Signal wires by layer:
Only two layers are drawn.
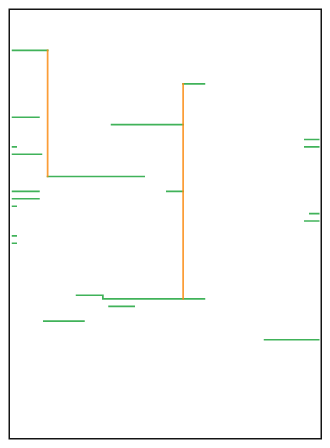
Placement view:
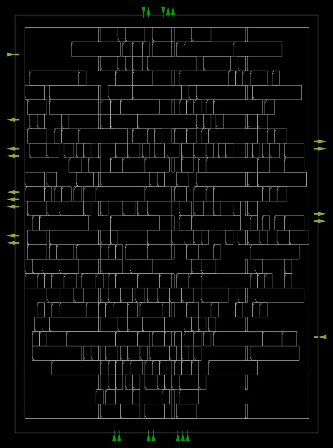
### config.mk
export PLATFORM = sky130hd
export DESIGN_NAME = sko_seg_decoder
export DESIGN_NICKNAME = d
export VERILOG_FILES = /design/src/rtl/sko_char_pkg.sv /design/src/rtl/sko_sync_fifo.sv /design/src/rtl/sko_seg_decoder.sv
export SDC_FILE = /design/constraint.sdc
export NUM_CORES = 1
export LEC_CHECK = 0
export ABC_AREA = 1
export CAP_MARGIN = 30
export CORE_ASPECT_RATIO = 1.4
export CORE_MARGIN = 1.5
export CORE_UTILIZATION = 52
export CTS_BUF_LIST = sky130_fd_sc_hd__clkbuf_8 sky130_fd_sc_hd__clkbuf_16
export DETAILED_ROUTE_END_ITERATION = 6
export PLACE_DENSITY = 0.82
export SLEW_MARGIN = 5
export SYNTH_ARGS = -nofsm -noshare
export SYNTH_HDL_FRONTEND = slang
export SYNTH_SLANG_ARGS = --single-unit
### constraint.sdc
create_clock -name clk -period 3.15 [get_ports clk]
set_input_delay 0.315 -clock clk [delete_from_list [all_inputs] [get_ports clk]]
set_output_delay 0.315 -clock clk [all_outputs]
set_load 0.005 [all_outputs]
### src/rtl/sko_char_pkg.sv
// ---------------------------------------------------------------------------
// sko_char_pkg
// Shared definitions for the "GO BUFFS" marquee character path.
//   - 4-bit character codes (G=0 ... END2=9), common to encoder and decoder
//   - active-low seven-segment patterns, bit 6 = g ... bit 0 = a
//   - context state enum used to disambiguate shared segment patterns
// ---------------------------------------------------------------------------
package sko_char_pkg;

  localparam logic [3:0] CH_G     = 4'd0;
  localparam logic [3:0] CH_O     = 4'd1;
  localparam logic [3:0] CH_SPACE = 4'd2;
  localparam logic [3:0] CH_B     = 4'd3;
  localparam logic [3:0] CH_U     = 4'd4;
  localparam logic [3:0] CH_F1    = 4'd5;
  localparam logic [3:0] CH_F2    = 4'd6;
  localparam logic [3:0] CH_S     = 4'd7;
  localparam logic [3:0] CH_END1  = 4'd8;
  localparam logic [3:0] CH_END2  = 4'd9;

  // F1/F2 share SEG_F; SPACE/END1/END2 share SEG_BLANK (all segments off)
  localparam logic [6:0] SEG_G     = 7'b1000010;
  localparam logic [6:0] SEG_O     = 7'b1000000;
  localparam logic [6:0] SEG_B     = 7'b0000011;
  localparam logic [6:0] SEG_U     = 7'b1000001;
  localparam logic [6:0] SEG_S     = 7'b0010010;
  localparam logic [6:0] SEG_F     = 7'b0001110;
  localparam logic [6:0] SEG_BLANK = 7'b1111111;

  typedef enum logic [1:0] {
    CTX_NORM,
    CTX_AFTER_F,
    CTX_AFTER_S,
    CTX_AFTER_END1
  } ctx_t;

endpackage

### src/rtl/sko_sync_fifo.sv
// ---------------------------------------------------------------------------
// sko_sync_fifo
// Single-clock FIFO with registered occupancy count.
//   clk    in   rising-edge clock
//   rst_n  in   asynchronous active-low reset (clears storage and pointers)
//   push   in   write din at tail (ignored when full)
//   din    in   WIDTH-bit write data
//   pop    in   advance head (ignored when empty)
//   dout   out  head entry
//   full   out  count == DEPTH
//   empty  out  count == 0
//   count  out  number of stored entries
// DEPTH must be a power of two so the pointers wrap naturally.
// ---------------------------------------------------------------------------
module sko_sync_fifo #(
  parameter int WIDTH = 4,
  parameter int DEPTH = 4
) (
  input  logic                       clk,
  input  logic                       rst_n,
  input  logic                       push,
  input  logic [WIDTH-1:0]           din,
  input  logic                       pop,
  output logic [WIDTH-1:0]           dout,
  output logic                       full,
  output logic                       empty,
  output logic [$clog2(DEPTH):0]     count
);

  localparam int AW = $clog2(DEPTH);
  localparam int CW = AW + 1;

  logic [WIDTH-1:0] mem [DEPTH];
  logic [AW-1:0]    wr_ptr;
  logic [AW-1:0]    rd_ptr;
  logic             do_push;
  logic             do_pop;

  assign full    = (count == CW'(DEPTH));
  assign empty   = (count == '0);
  assign do_push = push & ~full;
  assign do_pop  = pop & ~empty;
  assign dout    = mem[rd_ptr];

  always_ff @(posedge clk or negedge rst_n) begin
    if (!rst_n) begin
      wr_ptr <= '0;
      rd_ptr <= '0;
      count  <= '0;
      for (int i = 0; i < DEPTH; i++) begin
        mem[i] <= '0;
      end
    end else begin
      if (do_push) begin
        mem[wr_ptr] <= din;
        wr_ptr      <= wr_ptr + 1'b1;
      end
      if (do_pop) begin
        rd_ptr <= rd_ptr + 1'b1;
      end
      case ({do_push, do_pop})
        2'b10:   count <= count + 1'b1;
        2'b01:   count <= count - 1'b1;
        default: count <= count;
      endcase
    end
  end

endmodule

### src/rtl/sko_seg_decoder.sv
// ---------------------------------------------------------------------------
// sko_seg_decoder
// Recovers marquee character codes from active-low seven-segment patterns.
// A context FSM resolves the shared F and blank patterns; decoded codes are
// queued in a small FIFO with valid/ready on both sides.
//   clk        in   rising-edge clock
//   rst_n      in   asynchronous active-low reset
//   seg_in     in   active-low segment pattern (bit 6 = g ... bit 0 = a)
//   seg_valid  in   seg_in holds a pattern
//   seg_ready  out  decoder can accept (FIFO not full)
//   char_out   out  code at FIFO head
//   char_valid out  char_out valid (FIFO not empty)
//   char_ready in   consumer takes char_out
//   err        out  one-cycle pulse after an unknown pattern is accepted
//   err_cnt    out  saturating count of unknown patterns
// ---------------------------------------------------------------------------
module sko_seg_decoder
  import sko_char_pkg::*;
#(
  parameter int DEPTH = 4
) (
  input  logic       clk,
  input  logic       rst_n,
  input  logic [6:0] seg_in,
  input  logic       seg_valid,
  output logic       seg_ready,
  output logic [3:0] char_out,
  output logic       char_valid,
  input  logic       char_ready,
  output logic       err,
  output logic [7:0] err_cnt
);

  localparam int CW = $clog2(DEPTH) + 1;

  logic [CW-1:0] count;
  logic          full;
  logic          empty;
  logic          accept;
  logic          push;
  logic          pop;
  logic          known;
  logic [3:0]    code;
  ctx_t          ctx;
  ctx_t          ctx_next;

  // Handshakes depend only on registered FIFO state, never on char_ready
  assign seg_ready  = ~full;
  assign char_valid = (count != '0);
  assign accept     = seg_valid & seg_ready;
  assign push       = accept & known;
  assign pop        = char_ready & ~empty;

  // Decode table; ctx_next defaults to NORM so unknown patterns clear context
  always_comb begin
    known    = 1'b1;
    code     = CH_G;
    ctx_next = CTX_NORM;
    case (seg_in)
      SEG_G: code = CH_G;
      SEG_O: code = CH_O;
      SEG_B: code = CH_B;
      SEG_U: code = CH_U;
      SEG_S: begin
        code     = CH_S;
        ctx_next = CTX_AFTER_S;
      end
      SEG_F: begin
        if (ctx == CTX_AFTER_F) begin
          code = CH_F2;
        end else begin
          code     = CH_F1;
          ctx_next = CTX_AFTER_F;
        end
      end
      SEG_BLANK: begin
        case (ctx)
          CTX_AFTER_S: begin
            code     = CH_END1;
            ctx_next = CTX_AFTER_END1;
          end
          CTX_AFTER_END1: code = CH_END2;
          default:        code = CH_SPACE;
        endcase
      end
      default: known = 1'b0;
    endcase
  end

  // Context and error state advance only on accepted input transfers
  always_ff @(posedge clk or negedge rst_n) begin
    if (!rst_n) begin
      ctx     <= CTX_NORM;
      err     <= 1'b0;
      err_cnt <= 8'd0;
    end else begin
      err <= accept & ~known;
      if (accept) begin
        ctx <= ctx_next;
      end
      if (accept && !known && err_cnt != 8'hFF) begin
        err_cnt <= err_cnt + 8'd1;
      end
    end
  end

  sko_sync_fifo #(
    .WIDTH (4),
    .DEPTH (DEPTH)
  ) u_fifo (
    .clk   (clk),
    .rst_n (rst_n),
    .push  (push),
    .din   (code),
    .pop   (pop),
    .dout  (char_out),
    .full  (full),
    .empty (empty),
    .count (count)
  );

endmodule

==> datasheet_impl.txt <==
Implementation parameters

Parameter                              Value

Global route
  First-pass GRT wire length .................. 7580 µm

Final timing
  Worst hold slack after final layout .................. 418 ps
  Final Max Tran Viols .................. 0
  Worst rel slew slack .................. 71.7%
  Unrepaired setup endpoints after global routing .................. false
  Maximum achievable frequency .................. 401 MHz
  Clock Skews .................. 5.13 ps
  Share of the cycle needed by the critical path after routing .................. 79.2%
  Final hold violations .................. 0
  Worst path setup slack after routing .................. 655 ps

Cells and area
  Biggest register .................. u_fifo.mem
  Filler cell count .................. 336
  Multi-input logic portion of the cell area .................. 45.2%
  Layout-stage area growth over the synthesis result .................. 17.9%
  Top cell category .................. combinational gates
  Inverter count of the layout excluding clock inverters .................. 22
  Final instance area .................. 2490 µm²
  Multi-input comb cells .................. 207
  Non-clock buffer count in the final layout .................. 27
  Non-Filler Instances .................. 341
  Final Net Count .................. 315
  Count of antenna diodes in the layout .................. 0
  Clock Network Area Fraction .................. 4.56%

Power and ir drop
  Leakage power summed over all cells .................. 1.27 nW
  Net switching share of the total power .................. 36.0%
  Clock network power .................. 402 µW
  Internal portion of total power .................. 1.07 mW
  Power density over cell area .................. 670 nW/µm²
  Worst IR Drop VDD .................. 0.549 mV
  Power attributed to sequential cells .................. 621 µW

Yosys
  Share of async-settable or async-resettable flops after synthesis .................. 100%
  Number of flip-flops and latches in the synthesized netlist .................. 34
  Prevailing post-synth register cell .................. sky130_fd_sc_hd__dfrtp_1
  Ranking of synthesized cells by area .................. sky130_fd_sc_hd__dfrtp_1 (40%), sky130_fd_sc_hd__nand2_1 (13%), sky130_fd_sc_hd__nand4_1 (8.0%)
  Warning count from the yosys run .................. 0
  Gate count of the mapped netlist .................. 269
  Number of standard cells reported by yosys .................. 269
  Top comb family, area .................. simple AND/OR/NAND/NOR gates
  Top area contributor share .................. 40.2%
  Unique cell types .................. 26
  Portion of netlist area occupied by mux cells .................. 0%
  Aoi share .................. 4.26%

Place
  Pre-CTS setup slack .................. 376 ps
  Post-detailed-placement half-perimeter wirelength .................. 3280 µm
  Quantity of I/O buffers inserted on ports .................. 25
  Cell area after placement .................. 2380 µm²

Worst setup path
  R2r endpoint .................. u_fifo.count[2]
  Startpoint of the most critical setup path .................. seg_in[1]
  Number of cells on the worst reg-to-reg path .................. 11
  Type of the worst setup path .................. input pin to register
  Kind of end point of the critical path .................. register
  Required @ worst endpoint .................. 3330 ps
  Data arrival time of the critical path .................. 2670 ps
  Setup slack on the worst flop-to-flop path .................. 1160 ps

Floorplan
  Number of top-level pins .................. 26
  Placeable core region .................. 3920 µm²
  Tap cell instance count .................. 43
  Total Die Area .................. 4470 µm²
  Die extent in x .................. 56.9 µm

Run status
  Status .................. finished, final reports clean

Route
  Via density .................. 5.36

Clocking
  Maximum level of the CTS H-tree .................. 2
  Reg clk slew, reported paths .................. 70 ps
  Resize count post-CTS .................. 0
  CTS tree .................. done
  Clock Sink Count .................. 34
  Hold-fix buffers, CTS .................. 0

Flow run
  Maximum capacitance violations .................. 0
Notes on 'signal wires by layer' above:
Key: orange = metal 4 [wire length 62.6 µm]; green = metal 3 [wire length 122 µm]
routed via count: 1829
Detailed Route WL: 4380 µm
GRT Total Usage: 21.8%
wire length per cell after detailed routing: 12.8 µm

Notes on 'placement view' above:
register fraction of the total cell area: 34.1%
Site Rows: 27
share of the core filled with cells: 63.7%

[worst max-delay path by stage]
stage | end | slack, ps
5_1_grt | u_fifo.count[2] | 510
2_1_floorplan | u_fifo.count[2] | 1070
4_1_cts | u_fifo.count[2] | 650
3_5_place_dp | u_fifo.count[2] | 380
3_3_place_gp | u_fifo.count[2] | 460
6_report | u_fifo.count[2] | 660
[worst max-delay path, cell delays in order]
cell	delay, ps
sky130_fd_sc_hd__clkdlybuf4s50_1	550
sky130_fd_sc_hd__inv_1	90
sky130_fd_sc_hd__nand2_1	70
sky130_fd_sc_hd__nor2_1	50
sky130_fd_sc_hd__nand2_1	90
sky130_fd_sc_hd__nand2_2	80
sky130_fd_sc_hd__nor2_4	130
sky130_fd_sc_hd__nand2_4	170
sky130_fd_sc_hd__nand2_4	120
sky130_fd_sc_hd__ha_1	150
sky130_fd_sc_hd__inv_1	70
sky130_fd_sc_hd__fa_1	380
sky130_fd_sc_hd__a21oi_1	150
sky130_fd_sc_hd__o21ai_0	120
sky130_fd_sc_hd__xor2_1	150
[cells in the final DEF (no fill, tap or decap), drive strengths merged]
master         synthesis  layout
ha                     6       6
clkinvlp               0       2
dfrtp                 34      34
o21ai                 12      12
clkbuf                 1       5
nand3b                 2       2
nand2                 88      88
a21oi                  1       1
nand4                 28      28
inv                   22      22
o22ai                  4       4
xor2                   5       5
clkdlybuf4s50          0      25
buf                    5       2
bufinv                 0       1
xnor2                  3       3
nor2                  37      37
fa                     1       1
nand3                 20      20
[per-layer routing]
metal	part of all wire (%)	GRT usage [%]	routed length, µm
met2	53	39.5	2330
met4	1.4	7.21	62
met5	0	0	0
met3	2.8	5.11	121
met1	43	24.6	1860
Power and IR drop assume default switching activity.
